### Close-up of the layout, run 1

Window x 14 to 39, y 14 to 39 um. Cells in grey, sequential cells in the stronger grey; small squares are vias.
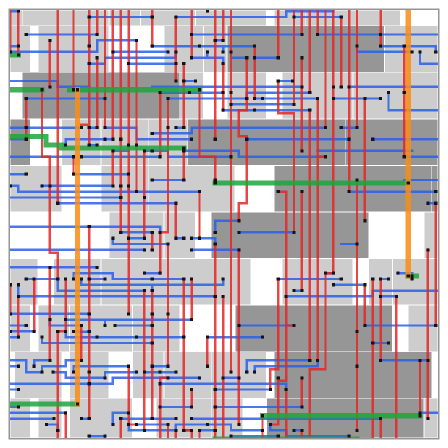
### Clock routing, run 1

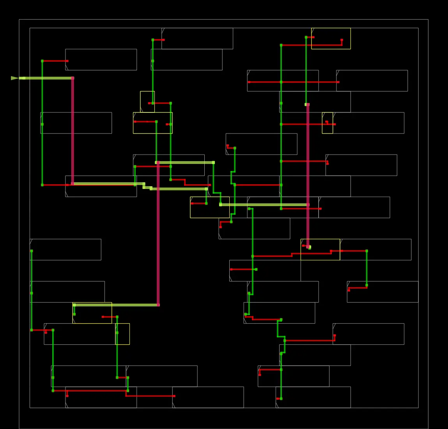
### Cell classes on the final placement, run 1

Scale: 8 px per um. Fill, decap, tap and diode cells in grey.
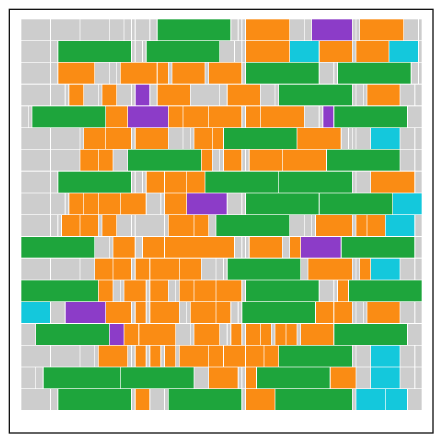
### Placement density heat map, run 1

Scale: 4 px per um. 11 x 11 tiles, from black (low) to pale yellow (high), 0 to 100% covered.
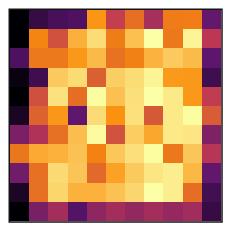
===== src/rtl/idli_uart_rx_m.sv =====
// idli_uart_rx_m: 8N1 UART receiver, LSB first, sampled on the undivided core clock.
// A complete byte is held and handed to the core as two nibbles, low nibble first,
// using a valid/accept handshake. Framing errors and overruns are one-cycle pulses.
//
// Ports
//   i_uart_rx_gck    clock (undivided gck)
//   i_uart_rx_rst_n  asynchronous active-low reset
//   i_uart_rx        serial line, idle high, asynchronous to gck
//   o_uart_rx_data   current nibble of the held byte
//   o_uart_rx_vld    o_uart_rx_data valid
//   i_uart_rx_acp    consumer accepts the current nibble
//   o_uart_rx_ferr   framing error pulse (stop bit sampled low)
//   o_uart_rx_ovr    overrun pulse (byte dropped, holding register full)
module idli_uart_rx_m #(
  parameter int unsigned UART_DIV = 16
) (
  input  logic       i_uart_rx_gck,
  input  logic       i_uart_rx_rst_n,
  input  logic       i_uart_rx,
  output logic [3:0] o_uart_rx_data,
  output logic       o_uart_rx_vld,
  input  logic       i_uart_rx_acp,
  output logic       o_uart_rx_ferr,
  output logic       o_uart_rx_ovr
);

  localparam int unsigned CntW = $clog2(UART_DIV);
  localparam logic [CntW-1:0] HalfM1 = CntW'(UART_DIV / 2 - 1);
  localparam logic [CntW-1:0] FullM1 = CntW'(UART_DIV - 1);

  typedef enum logic [2:0] {StIdle, StStart, StData, StStop, StBreak} state_e;

  state_e          state_q, state_d;
  logic            sync1_q, sync2_q, hist_q;
  logic [CntW-1:0] cnt_q, cnt_d;
  logic [2:0]      idx_q, idx_d;
  logic [7:0]      shift_q, shift_d;
  logic [7:0]      byte_q, byte_d;
  logic            full_q, full_d;
  logic            nib_hi_q, nib_hi_d;
  logic            ferr_q, ferr_d;
  logic            ovr_q, ovr_d;

  logic fall;
  logic accept;
  logic emptying;

  assign fall     = hist_q & ~sync2_q;
  assign accept   = i_uart_rx_acp & full_q;
  assign emptying = accept & nib_hi_q;

  always_comb begin
    state_d  = state_q;
    cnt_d    = cnt_q;
    idx_d    = idx_q;
    shift_d  = shift_q;
    byte_d   = byte_q;
    full_d   = full_q;
    nib_hi_d = nib_hi_q;
    ferr_d   = 1'b0;
    ovr_d    = 1'b0;

    // Consumer side of the holding register.
    if (accept) begin
      if (nib_hi_q) begin
        full_d   = 1'b0;
        nib_hi_d = 1'b0;
      end else begin
        nib_hi_d = 1'b1;
      end
    end

    case (state_q)
      StIdle: begin
        if (fall) begin
          state_d = StStart;
          cnt_d   = '0;
        end
      end
      StStart: begin
        // Mid start bit: a high line here was a glitch.
        if (cnt_q == HalfM1) begin
          cnt_d = '0;
          if (!sync2_q) begin
            state_d = StData;
            idx_d   = 3'd0;
          end else begin
            state_d = StIdle;
          end
        end else begin
          cnt_d = cnt_q + 1'b1;
        end
      end
      StData: begin
        if (cnt_q == FullM1) begin
          cnt_d          = '0;
          shift_d[idx_q] = sync2_q;
          if (idx_q == 3'd7) begin
            state_d = StStop;
          end else begin
            idx_d = idx_q + 3'd1;
          end
        end else begin
          cnt_d = cnt_q + 1'b1;
        end
      end
      StStop: begin
        if (cnt_q == FullM1) begin
          cnt_d = '0;
          if (sync2_q) begin
            state_d = StIdle;
            // A high-nibble accept this cycle frees the register in time.
            if (!full_q || emptying) begin
              byte_d   = shift_q;
              full_d   = 1'b1;
              nib_hi_d = 1'b0;
            end else begin
              ovr_d = 1'b1;
            end
          end else begin
            ferr_d  = 1'b1;
            state_d = StBreak;
          end
        end else begin
          cnt_d = cnt_q + 1'b1;
        end
      end
      StBreak: begin
        // Hold off start detection until the line returns high.
        if (sync2_q) begin
          state_d = StIdle;
        end
      end
      default: state_d = StIdle;
    endcase
  end

  always_ff @(posedge i_uart_rx_gck or negedge i_uart_rx_rst_n) begin
    if (!i_uart_rx_rst_n) begin
      sync1_q  <= 1'b1;
      sync2_q  <= 1'b1;
      hist_q   <= 1'b1;
      state_q  <= StIdle;
      cnt_q    <= '0;
      idx_q    <= 3'd0;
      shift_q  <= 8'h00;
      byte_q   <= 8'h00;
      full_q   <= 1'b0;
      nib_hi_q <= 1'b0;
      ferr_q   <= 1'b0;
      ovr_q    <= 1'b0;
    end else begin
      sync1_q  <= i_uart_rx;
      sync2_q  <= sync1_q;
      hist_q   <= sync2_q;
      state_q  <= state_d;
      cnt_q    <= cnt_d;
      idx_q    <= idx_d;
      shift_q  <= shift_d;
      byte_q   <= byte_d;
      full_q   <= full_d;
      nib_hi_q <= nib_hi_d;
      ferr_q   <= ferr_d;
      ovr_q    <= ovr_d;
    end
  end

  assign o_uart_rx_data = nib_hi_q ? byte_q[7:4] : byte_q[3:0];
  assign o_uart_rx_vld  = full_q;
  assign o_uart_rx_ferr = ferr_q;
  assign o_uart_rx_ovr  = ovr_q;

endmodule


===== config.mk =====
export PLATFORM = sky130hd
export DESIGN_NAME = idli_uart_rx_m
export DESIGN_NICKNAME = d
export VERILOG_FILES = /design/src/rtl/idli_uart_rx_m.sv
export SDC_FILE = /design/constraint.sdc
export NUM_CORES = 1
export LEC_CHECK = 0
export CORE_UTILIZATION = 65
export CTS_BUF_LIST = sky130_fd_sc_hd__clkbuf_8
export DETAILED_ROUTE_END_ITERATION = 10
export PLACE_DENSITY = 0.87
export SLEW_MARGIN = 0
export SYNTH_ARGS = -nofsm -noshare
export SYNTH_HDL_FRONTEND = slang
export SYNTH_SLANG_ARGS = --single-unit

===== constraint.sdc =====
create_clock -name i_uart_rx_gck -period 5.53 [get_ports i_uart_rx_gck]
set_input_delay 1.106 -clock i_uart_rx_gck [delete_from_list [all_inputs] [get_ports i_uart_rx_gck]]
set_output_delay 1.106 -clock i_uart_rx_gck [all_outputs]
set_load 0.005 [all_outputs]

==> reports/metrics.yaml, run 1 <==
critical_path:
  crit_fanout: 10
  regToRegSetupSlack_ns: 3.50
  r2r-end: "byte_q[4]$_DFFE_PN0P_"
  arrival_ns: 2.91
status:
  status: "finished, final reports clean"
global_route:
  grt_start_max_net_pins: 34
  antenna_found_initial: 0
logic_synthesis:
  top_area_cell: "dfrtp_1"
  ys_top_cells_by_count: "30 x dfrtp_1, 12 x mux2_2, 9 x nand3_1, 8 x mux2_4, 8 x nand2_1"
  yosys_area_mm2: 0.00168
  syn_nets: 151
  ys_async_sr_fraction_pct: 100
run:
  drv_cap: 0
clocking:
  cts_hold_buf: 0
  clk_pin_slew_ns: 0.07
  clock_path_buffers: 2
  cts-root-buf: "clkbuf_8"
sta:
  worstMarginPinSlew_ns: 0.493
  slew_violations: 0
  rsz0062_at_grt: "no"
  finalSetupViolations: 0
  holdWs_ns: 0.362
placement:
  hpwl_um: 2210
  placed_area_mm2: 0.00177
  dp.cells: 174
  gp_congestion: 0.825
  place_ws_ns: 2.51
drt:
  vias: 1129
  wl_met1_um: 1460
  ant_nets: 0
pwr:
  ir_drop_mv: 0.325
  p_seq_share_pct: 51.6
  p_sw_w: 0.000222
finish:
  diodes: 0
floorplan:
  num_tap_cells: 30
Notes on 'Close-up of the layout' above:
| layer | colour |
|---|---|
| metal 2 | red |
| metal 1 | blue |
| metal 3 | green |
| metal 4 | orange |
cells with their middle in the window: 44
netlist names of flops here include: `shift_q` (5), `state_q` (2)
most frequent: dfrtp_1 (9), nand3_1 (3), mux2_2 (3)
sequential cells in the window: 9

Notes on 'Clock routing' above:
power of the clock network: 0.000170 W
clock sinks: 33
Clock Latency Late Sink: 0.29 ns

Notes on 'Cell classes on the final placement' above:
| class | colour | cells |
|---|---|---|
| clock drivers and dummy loads | purple | 8 |
| remaining buffers and delay cells | cyan | 11 |
| sequential cells | green | 33 |
| combinational and other logic | orange | 100 |
Util after Layout: 75.6%
# rows: 18
flop share of the area: 44.7%
Core ar.: 0.00245 mm2
Final Instance Area: 0.00186 mm2

Notes on 'Placement density heat map' above:
tiles over 75% full: 48%
mean over tiles: 65%
emptiest ninth of the die: north-west
Initial Util: 68.3%

### Routed clock nets over the placement, run 1

Scale: 12 px per um.
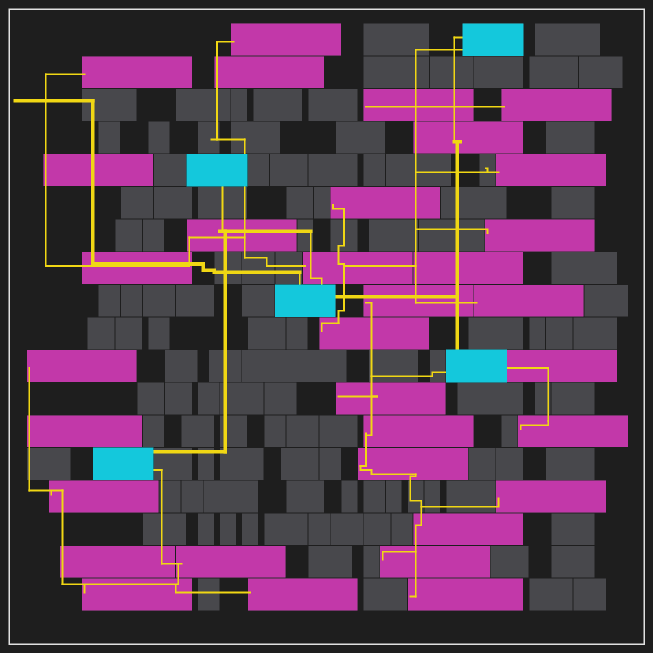

## Run 2: what changed since run 1
- CORE_UTILIZATION: 65 -> 55
- PLACE_DENSITY: 0.87 -> 0.78
- clock period: 5.53 -> 2.5 ns (I/O delays scaled with it)
### Routed clock nets over the placement, run 2

Scale: 10 px per um.
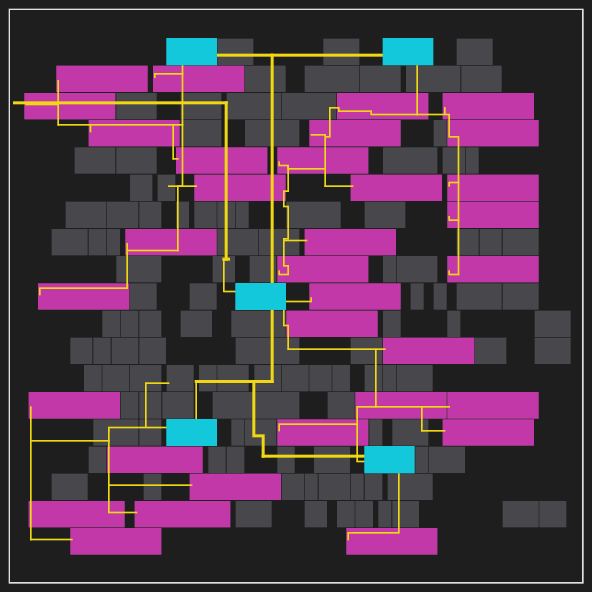
[clock drivers] cyan | count: 5
[flip-flops] magenta | count: 33
[clock wires] yellow | length: 409 um
routed clock nets: 6
skew final: 0.00324 ns
Clock Power Share: 26.8%

### Close-up of the layout, run 2

Window x 16 to 41, y 16 to 41 um. Cells in grey, sequential cells in the stronger grey; small squares are vias.
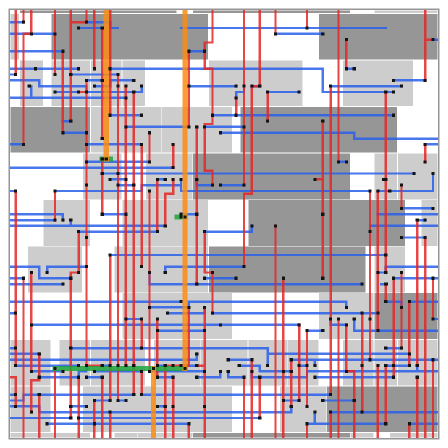
| layer | colour |
|---|---|
| metal 1 | blue |
| metal 3 | green |
| metal 2 | red |
| metal 4 | orange |
netlist names of flops here include: `byte_q` (3), `shift_q` (3)
most frequent: dfrtp_1 (8), mux2_2 (3), nand2_1 (3)
cells with their middle in the window: 42
sequential cells in the window: 8

==> run 2 against run 1 <==
The run now ends with design-rule violations left. Synthesized cell count did not move. Power rose by 120%. Clock power rose by 130%. Clock skew fell by 0.0042 ns. Core utilization fell by 9.8 points. Combinational power rose by 120%. Wire length fell by 1.6%. Die area rose by 17%. Global-route usage fell by 4.9 points. Critical path depth did not move. Critical path type unchanged. Largest power group unchanged.
==> reports/metrics.yaml, run 2 <==
clocking:
  clkSinkCount: 33  # unchanged
  clock_path_buffers: 2  # unchanged
  clk_pin_slew_ns: 0.07  # about the same
  clock_latency_ns: 0.29  # about the same
  cts-root-buf: "clkbuf_8"  # unchanged
floorplan:
  rows: 19  # was 18
  coreArea_mm2: 0.00283  # was 0.00245 mm2
  num_tap_cells: 31  # was 30
logic_synthesis:
  top_area_cell: "dfrtp_1"  # unchanged
  yosys_area_mm2: 0.00168  # unchanged
  syn_nets: 151  # unchanged
  ys_async_sr_fraction_pct: 100  # unchanged
  ys_top_cells_by_count: "30 x dfrtp_1, 12 x mux2_2, 9 x nand3_1, 8 x mux2_4, 8 x nand2_1"  # unchanged
drt:
  drc: 1  # was 0
  vias: 1152  # was 1129
  wl_met1_um: 1490  # was 1460 um
sta:
  finalSetupViolations: 0  # unchanged
  slew_violations: 0  # unchanged
  rsz0062_at_grt: "no"  # unchanged
  holdWs_ns: 0.358  # was 0.362 ns
  worstMarginPinSlew_ns: 0.499  # was 0.493 ns
placement:
  gp_congestion: 0.839  # was 0.825
  dp.cells: 175  # was 174
  place_ws_ns: 0.0723  # was 2.51 ns
  hpwl_um: 2140  # was 2210 um
  placed_area_mm2: 0.00178  # was 0.00177 mm2
global_route:
  antenna_found_initial: 0  # unchanged
  grt_start_max_net_pins: 34  # unchanged
status:
  status: "finished, violations left"  # was finished, final reports clean
  violations: "design-rule violations"
pwr:
  powerClk_w: 0.000393  # was 0.000170 W
  p_seq_share_pct: 51.2  # was 51.6%
  ir_drop_mv: 0.559  # was 0.325 mV
finish:
  fin_util_pct: 65.8  # was 75.6%
  diodes: 0  # unchanged
  fin_area_mm2: 0.00186  # about the same
critical_path:
  r2r-end: "byte_q[5]$_DFFE_PN0P_"  # was byte_q[4]$_DFFE_PN0P_
  crit_fanout: 10  # unchanged
  regToRegSetupSlack_ns: 0.45  # was 3.50 ns
  arrival_ns: 2.30  # was 2.91 ns
Power figures rest on the tool's default switching activity, not on a simulated workload.
